run_1/layer_met1.png
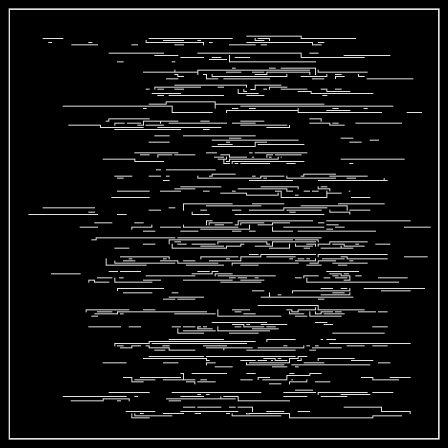
run_1/layer_met4.png
Scale bar: 20 um.
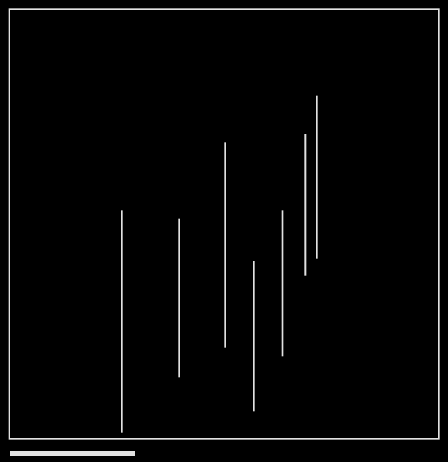
run_1/layer_met3.png
Scale bar: 20 um. Cells faint in the background.
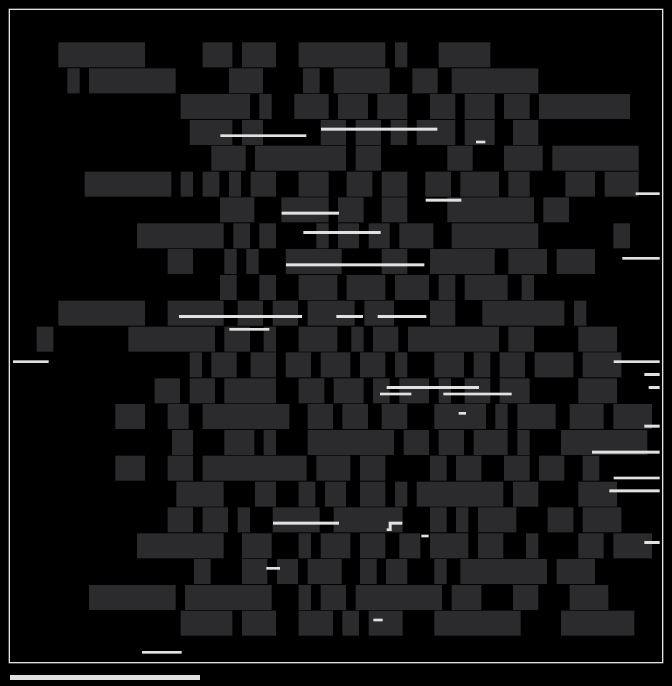
### config.mk
export PLATFORM = sky130hd
export DESIGN_NAME = down_timer
export DESIGN_NICKNAME = d
export VERILOG_FILES = /design/src/rtl/down_timer.sv
export SDC_FILE = /design/constraint.sdc
export NUM_CORES = 1
export LEC_CHECK = 0
export ABC_CLOCK_PERIOD_IN_PS = 800
export CELL_PAD_IN_SITES_DETAIL_PLACEMENT = 1
export CELL_PAD_IN_SITES_GLOBAL_PLACEMENT = 2
export CORE_UTILIZATION = 28
export CTS_CLUSTER_DIAMETER = 100
export CTS_CLUSTER_SIZE = 12
export DETAILED_ROUTE_END_ITERATION = 8
export PLACE_DENSITY = 0.81
export SLEW_MARGIN = 20
export SYNTH_ARGS = -nofsm -noshare
export SYNTH_HDL_FRONTEND = slang
export SYNTH_SLANG_ARGS = --single-unit
### constraint.sdc
create_clock -name clk_i -period 0.8 [get_ports clk_i]
set_input_delay 0.16 -clock clk_i [delete_from_list [all_inputs] [get_ports clk_i]]
set_output_delay 0.16 -clock clk_i [all_outputs]
set_load 0.01 [all_outputs]
### src/rtl/down_timer.sv
// down_timer -- loadable down-counter with terminal-count pulse, optional auto-reload.
//
// A LOAD captures DATA into the count and reload registers and starts the
// count if DATA is non-zero. The count falls by one each enabled cycle in
// RUN. The decrement that moves the count away from 1 raises TC for one
// cycle. It then either stops in DONE with COUNT=0, or reloads and stays
// in RUN if RELOAD is set.
//
// Ports:
//   clk_i      sole clock, rising edge
//   rst_ni     asynchronous active-low reset; release is synchronized internally
//   enable_i   count-down enable (only honoured in RUN)
//   load_i     synchronous load of data_i; wins over everything else
//   data_i     start / reload value
//   reload_i   auto-reload select, sampled on the terminal decrement
//   count_o    current count (registered)
//   tc_o       terminal-count pulse, one cycle wide (registered)
//   busy_o     high while in RUN (registered)
module down_timer #(
  parameter int unsigned WIDTH       = 8,
  parameter int unsigned SYNC_STAGES = 2   // must be >= 2
) (
  input  logic             clk_i,
  input  logic             rst_ni,
  input  logic             enable_i,
  input  logic             load_i,
  input  logic [WIDTH-1:0] data_i,
  input  logic             reload_i,
  output logic [WIDTH-1:0] count_o,
  output logic             tc_o,
  output logic             busy_o
);

  typedef enum logic [1:0] {
    IDLE = 2'd0,
    RUN  = 2'd1,
    DONE = 2'd2
  } state_e;

  // ---------------------------------------------------------------------------
  // Reset synchronizer. Assertion propagates straight through the async clear.
  // Release needs SYNC_STAGES rising edges with rst_ni high before rst_int_n
  // goes high. A LOAD at any of those edges is therefore ignored.
  // ---------------------------------------------------------------------------
  logic [SYNC_STAGES-1:0] sync_q;
  logic                   rst_int_n;

  always_ff @(posedge clk_i or negedge rst_ni) begin
    if (!rst_ni) sync_q <= '0;
    else         sync_q <= {sync_q[SYNC_STAGES-2:0], 1'b1};
  end

  assign rst_int_n = sync_q[SYNC_STAGES-1];

  // ---------------------------------------------------------------------------
  // Datapath / control state
  // ---------------------------------------------------------------------------
  state_e           state_q, state_d;
  logic [WIDTH-1:0] count_q, count_d;
  logic [WIDTH-1:0] reload_q, reload_d;
  logic             tc_q, tc_d;
  logic             busy_q, busy_d;

  localparam logic [WIDTH-1:0] ONE = WIDTH'(1);

  always_ff @(posedge clk_i or negedge rst_int_n) begin
    if (!rst_int_n) begin
      state_q  <= IDLE;
      count_q  <= '0;
      reload_q <= '0;
      tc_q     <= 1'b0;
      busy_q   <= 1'b0;
    end else begin
      state_q  <= state_d;
      count_q  <= count_d;
      reload_q <= reload_d;
      tc_q     <= tc_d;
      busy_q   <= busy_d;
    end
  end

  always_comb begin
    state_d  = state_q;
    count_d  = count_q;
    reload_d = reload_q;
    tc_d     = 1'b0;        // TC only survives the cycle after a terminal decrement

    if (load_i) begin
      // Load overrides enable and any coincident terminal decrement.
      count_d  = data_i;
      reload_d = data_i;
      state_d  = (data_i != '0) ? RUN : IDLE;
    end else begin
      unique case (state_q)
        RUN: begin
          if (enable_i) begin
            if (count_q == ONE) begin
              tc_d = 1'b1;
              if (reload_i) begin
                count_d = reload_q;
              end else begin
                count_d = '0;
                state_d = DONE;
              end
            end else if (count_q > ONE) begin
              count_d = count_q - ONE;
            end else begin
              // Count of zero in RUN should not occur. Park in DONE without wrapping.
              state_d = DONE;
            end
          end
        end
        IDLE, DONE: ;       // enable ignored, count held; exit only via load
        default: state_d = IDLE;
      endcase
    end

    // busy tracks the state register on the same edge
    busy_d = (state_d == RUN);
  end

  assign count_o = count_q;
  assign tc_o    = tc_q;
  assign busy_o  = busy_q;

endmodule

==> notes.md, run 1 <==
Notes on the flow outputs.

- The highest fanout seen on the critical path reads 3.
- The pre-CTS setup slack reads -1080 ps.
- The worst min-delay path category is input port to async pin.
- The dominant cell type by count on the critical path reads sky130_fd_sc_hd__or4_4.
- The length of routed wiring on met1 reads 2170 um.
- The number of setup buffers added after CTS is 8.
- The finished layout holds 256 standard cells, fillers aside.
- The met2 demand-to-capacity share in global routing is 45.1%.
- The number of hold-repair buffers added at the cts stage reads 0.
- The start-to-end type of the worst setup path is flip-flop to flip-flop.
- Across all register-to-register paths, the minimum setup slack is -970 ps.
- The yosys stat cell total is 128.
- The clock network power consumption reads 1.08 mW.
- Ranking logic cells in the layout by count gives the top entries 45 x sky130_fd_sc_hd__buf_4, 19 x sky130_fd_sc_hd__dfrtp_1, 17 x sky130_fd_sc_hd__buf_6.
- For the final database, setup skew stands at 7.99 ps.
- The proportion of synthesized flip-flops having asynchronous set or reset reads 100%.
- On the critical path the largest part of the delay comes from simple AND/OR/NAND/NOR gates.
- The capturing element type of the critical path is a flip-flop.
- The standard-cell row count is 23.
- The capture point of the critical path is count_o[7]$_DFFE_PN0P_.
- The flow ran to the end, but the final reports show violations.
- The number of buffers inserted by port buffering is 22.
- The starting DRC count in detailed routing is 64.
- The script parses the final routing iteration and logs DRC violations as 0.
- The number of nets in the final layout reads 222.
- Dividing the detail-routed via count by the number of cells gives 5.39.
- Yosys printed 0 warnings.
- The delay contributed by the slowest stage of the critical path is 560 ps.
- The via count of the first global-routing pass is 1543.
- The most common cell in the synthesized netlist is sky130_fd_sc_hd__dfrtp_1.
- The CTS tree is done.
- Of all cell types, the one taking the most synthesized area is sky130_fd_sc_hd__dfrtp_1.
- The number of instances in the placed design is 239.
- The highest layer used for signal routing is met4.
- The internal power consumption reads 2.76 mW.
- The startpoint of the most critical setup path is count_o[5]$_DFFE_PN0P_.
- The CTS buffer count is 3.
- The timing report notes that buffer and inverter cells on the critical path total 0.
- The period utilization reads 221%.
- The count of nets left with antenna violations after detail routing reads 0.
- Global routing used 1.97% of the available met3 tracks.
- The sequential area share after synthesis reads 44.3%.
- The I/O pin count reads 23.
- The most used routing layer reads met2.
- The clock transition time at the flip-flop clock pins of the worst setup and hold paths is 90 ps.
- Setup repair after global routing could not meet its margin everywhere.
- The floorplan core area reads 4140 sq um.
- The static leakage reads 0.969 nW.
- The slack of the critical path reads -969 ps.
- The cell area power density is 1830 nW/um^2.
- The initial antenna violation count is 0.
- The final period demand of the worst path reads 1770 ps.
- Yosys reports a chip area of 1240 sq um.
- The chip occupies 4710 sq um.
- The clock root buffer master is sky130_fd_sc_hd__clkbuf_8.
- Counting every sink on the clock net gives 22.
- The final-report setup violation count is 22.
- The register bit total from synthesis is 22.
- The met2 layer wire length in the routed design is 2730 um.
- The placer congestion estimate reads 0.870.
- The cell at the slowest stage of the critical path is sky130_fd_sc_hd__or4_4.
- The final design area excluding fillers is 2200 sq um.
- Yosys mapped a number of flops with a built-in enable equal to 0.
- The share of power burned in combinational logic reads 39.7%.
- The cell sequence reported for the critical path is or4_4, or4_4, a21oi_2, o311ai_1.
- For reference, the top cells by area after synthesis are sky130_fd_sc_hd__dfrtp_1 44%, sky130_fd_sc_hd__o21ai_0 3.2%, sky130_fd_sc_hd__nand2_1 3.0%, sky130_fd_sc_hd__inv_1 2.7%, sky130_fd_sc_hd__mux2_2 2.7%.
- The routed via count is 1381.
- The final-layout fill cell count is 470.
- The overall global routing resource usage is 24.5%.
- The number of nets at floorplan reads 143.
- The first-pass GRT wire length reads 8250 um.
- In this run, power in combinational logic comes to 1.59 mW.
- The H-tree depth reads 1.
- Yosys reports that the leading cell type by area covers 44.3% of the netlist area.
- The commonest cells after synthesis are 22 x sky130_fd_sc_hd__dfrtp_1, 10 x sky130_fd_sc_hd__nand2_1, 9 x sky130_fd_sc_hd__inv_1.
- The required time of the critical path is 940 ps.
- The checks that failed: negative setup slack.
- The fmax is 565 MHz.
- The net switching power reads 1.25 mW.
- The most frequently used flop master after synthesis reads sky130_fd_sc_hd__dfrtp_1.
Back to the opening pictures, layer_met1.png:
main direction: horizontal
nets with wire on the layer: 207

Back to the opening pictures, layer_met4.png:
nets with wire on the layer: 7
main direction: vertical
share of all routed wire: 3.6%

Back to the opening pictures, layer_met3.png:
main direction: horizontal
nets with wire on the layer: 23
wire length on this layer: 146 um
longest straight run: 14.3 um
share of all routed wire: 2.8%

run 1: cell type report:
| type | count | area [sq um] | share of cell area, % |
|---|---|---|---|
| tap | 50 | 62.6 | 2.85 |
| sequential | 22 | 554 | 25.2 |
| multi-input combinational | 91 | 785 | 35.7 |
| timing repair buffer | 79 | 686 | 31.2 |
| clock buffer | 3 | 41.3 | 1.88 |
| clock inverter | 1 | 30.0 | 1.37 |
| inverter | 10 | 40.0 | 1.82 |
run 1: worst register-to-register path, delay by kind of cell (launching register included):
kind            cells  cell delay (ps)
simple gates        2             1000
flops               1              400
compound gates      2              240
run 1: cell families after synthesis:
kind of cell / synth area share, %
and+or+nand+nor: 22.7
AOI/OAI and AO/OA: 18.8
DFF: 44.3
buffers and inverters: 6.14
muxes: 4.33
adders and majority gates: 2.01
xor gates and xnor gates: 1.41
other: 0.302
run_1/layer_met2.png
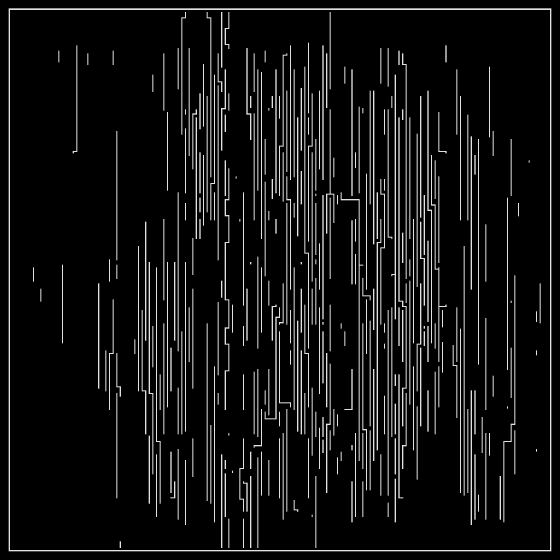

--- run 2 (diff from run 1) ---
Settings changed: GPL_TIMING_DRIVEN set to 0.
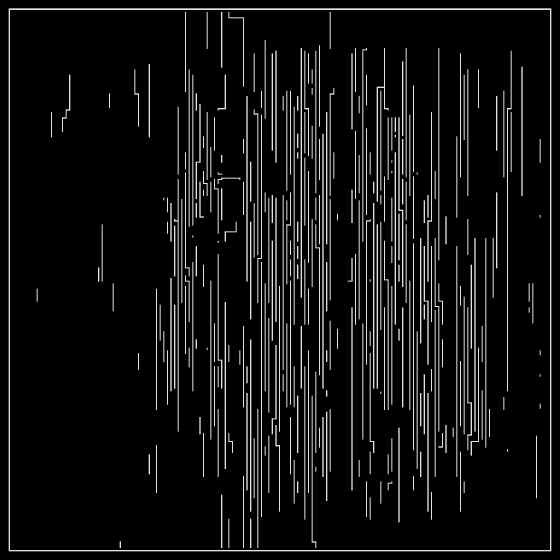
run_2/layer_met2.png
share of all routed wire: 51%
main direction: vertical
nets with wire on the layer: 185
longest straight run: 35.9 um
wire length on this layer: 2530 um

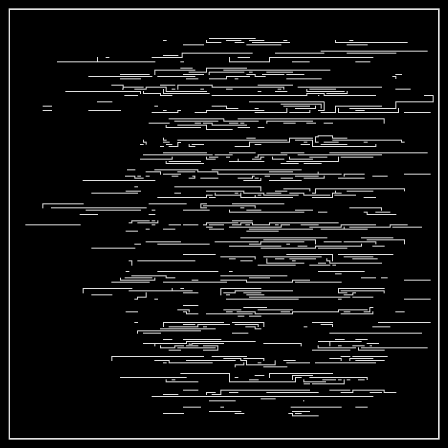
run_2/layer_met1.png
longest straight run: 35.4 um
share of all routed wire: 44%
main direction: horizontal
nets with wire on the layer: 184

==> notes.md, run 2 <==
Notes on the flow outputs.

- The number of nets in the final layout is 198 (-11%).
- The final-report setup violation count came to 24 (+9.1%).
- The first-pass GRT wire length reads 7160 um (-13%).
- The highest layer used for signal routing reads met4.
- According to the hold report, the worst path is of the input port to async pin type.
- The met2 demand-to-capacity share in global routing is 38.5% (-6.6 points).
- After synthesis, the cell types taking the most area are sky130_fd_sc_hd__dfrtp_1 44%, sky130_fd_sc_hd__o21ai_0 3.2%, sky130_fd_sc_hd__nand2_1 3.0%, sky130_fd_sc_hd__inv_1 2.7%, sky130_fd_sc_hd__mux2_2 2.7%.
- The highest fanout seen on the critical path came to 6 (+3).
- The sequential area share after synthesis is 44.3% (unchanged).
- The slack of the critical path is -1060 ps (-89.6 ps).
- The number of clock sinks seen by CTS is 22 (unchanged).
- The dominant cell type by area after synthesis is sky130_fd_sc_hd__dfrtp_1.
- The number of post-CTS setup repair buffers is 17 (+9).
- For this run the top cell type by instance count after synthesis was sky130_fd_sc_hd__dfrtp_1.
- The met2 layer wire length in the routed design is 2530 um (-7.2%).
- The startpoint of the most critical setup path is count_o[4]$_DFFE_PN0P_.
- The synthesized-area fraction occupied by ao, oa, aoi and oai cells reads 18.8% (unchanged).
- The sequential cell area in the final layout reads 557 sq um (+0.45%).
- The routed via count reads 1284 (-7.0%).
- The proportion of synthesized flip-flops having asynchronous set or reset is 100% (unchanged).
- The starting DRC count in detailed routing came to 43 (-33%).
- The I/O pin count reads 23 (unchanged).
- The DRC violation count after routing is 0 (unchanged).
- The CTS tree reads done.
- The run finished, with violations left.
- The synthesis report names the predominant flop master as sky130_fd_sc_hd__dfrtp_1.
- The multi-input combinational cell area is 807 sq um (+2.9%).
- The worst clock skew is 9.40 ps (+1.41 ps).
- The total die size was 4710 sq um (unchanged).
- The clock root buffer master is sky130_fd_sc_hd__clkbuf_8.
- The capturing element type of the critical path reads a flip-flop.
- The clock transition time at the flip-flop clock pins of the worst setup and hold paths reads 100 ps (about the same).
- The post-synth tally of flip-flops with integrated enable is 0 (unchanged).
- The yosys stat cell total is 128 (unchanged).
- The final-layout fill cell count is 450 (-4.3%).
- The final reports fail on negative setup slack.
- The most used routing layer reads met2.
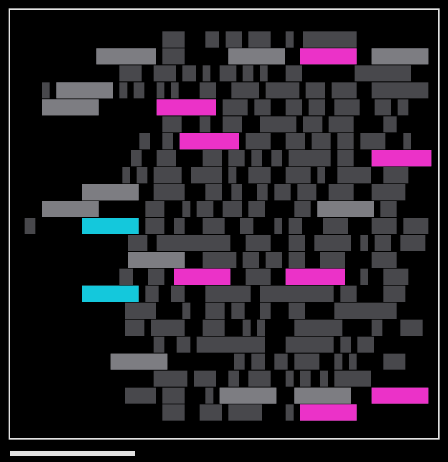
run_2/flops_by_reg.png
Scale bar: 20 um.
[count_o] magenta | placed flops: 8
[state_q] cyan | placed flops: 2
not colored: 12

## run 2: cell counts after synthesis
Identical to the previous run, type by type.
## run 2: stage by stage
stage	hold slack [ps]	worst slack [ps]	cell area (sq um)	total power, mW	instances
floorplan	-136	-978	1290	1.87	128
global placement	331	-1210	1570	2.23	200
detailed placement	340	-1220	1570	2.26	200
CTS	40.7	-1000	1950	3.73	223
global route	24.9	-1080	2100	4.20	232
finish	31.5	-1060	2100	4.04	232
## run 2: layout make-up
type                            count  area share (%)
Multi-Input combinational cell     91            38.4
Sequential cell                    22            26.5
Timing Repair Buffer               50            24.2
Tap cell                           50            2.98
Buffer                              5            2.68
Clock buffer                        3            1.96
Inverter                           10            1.90
Clock inverter                      1            1.43
## run 2: where the power goes
group	internal (mW)	switching, mW
sequential	1.23	0.173
clock	0.670	0.440
combinational	0.836	0.688
Power is estimated from default activity; no workload was simulated.
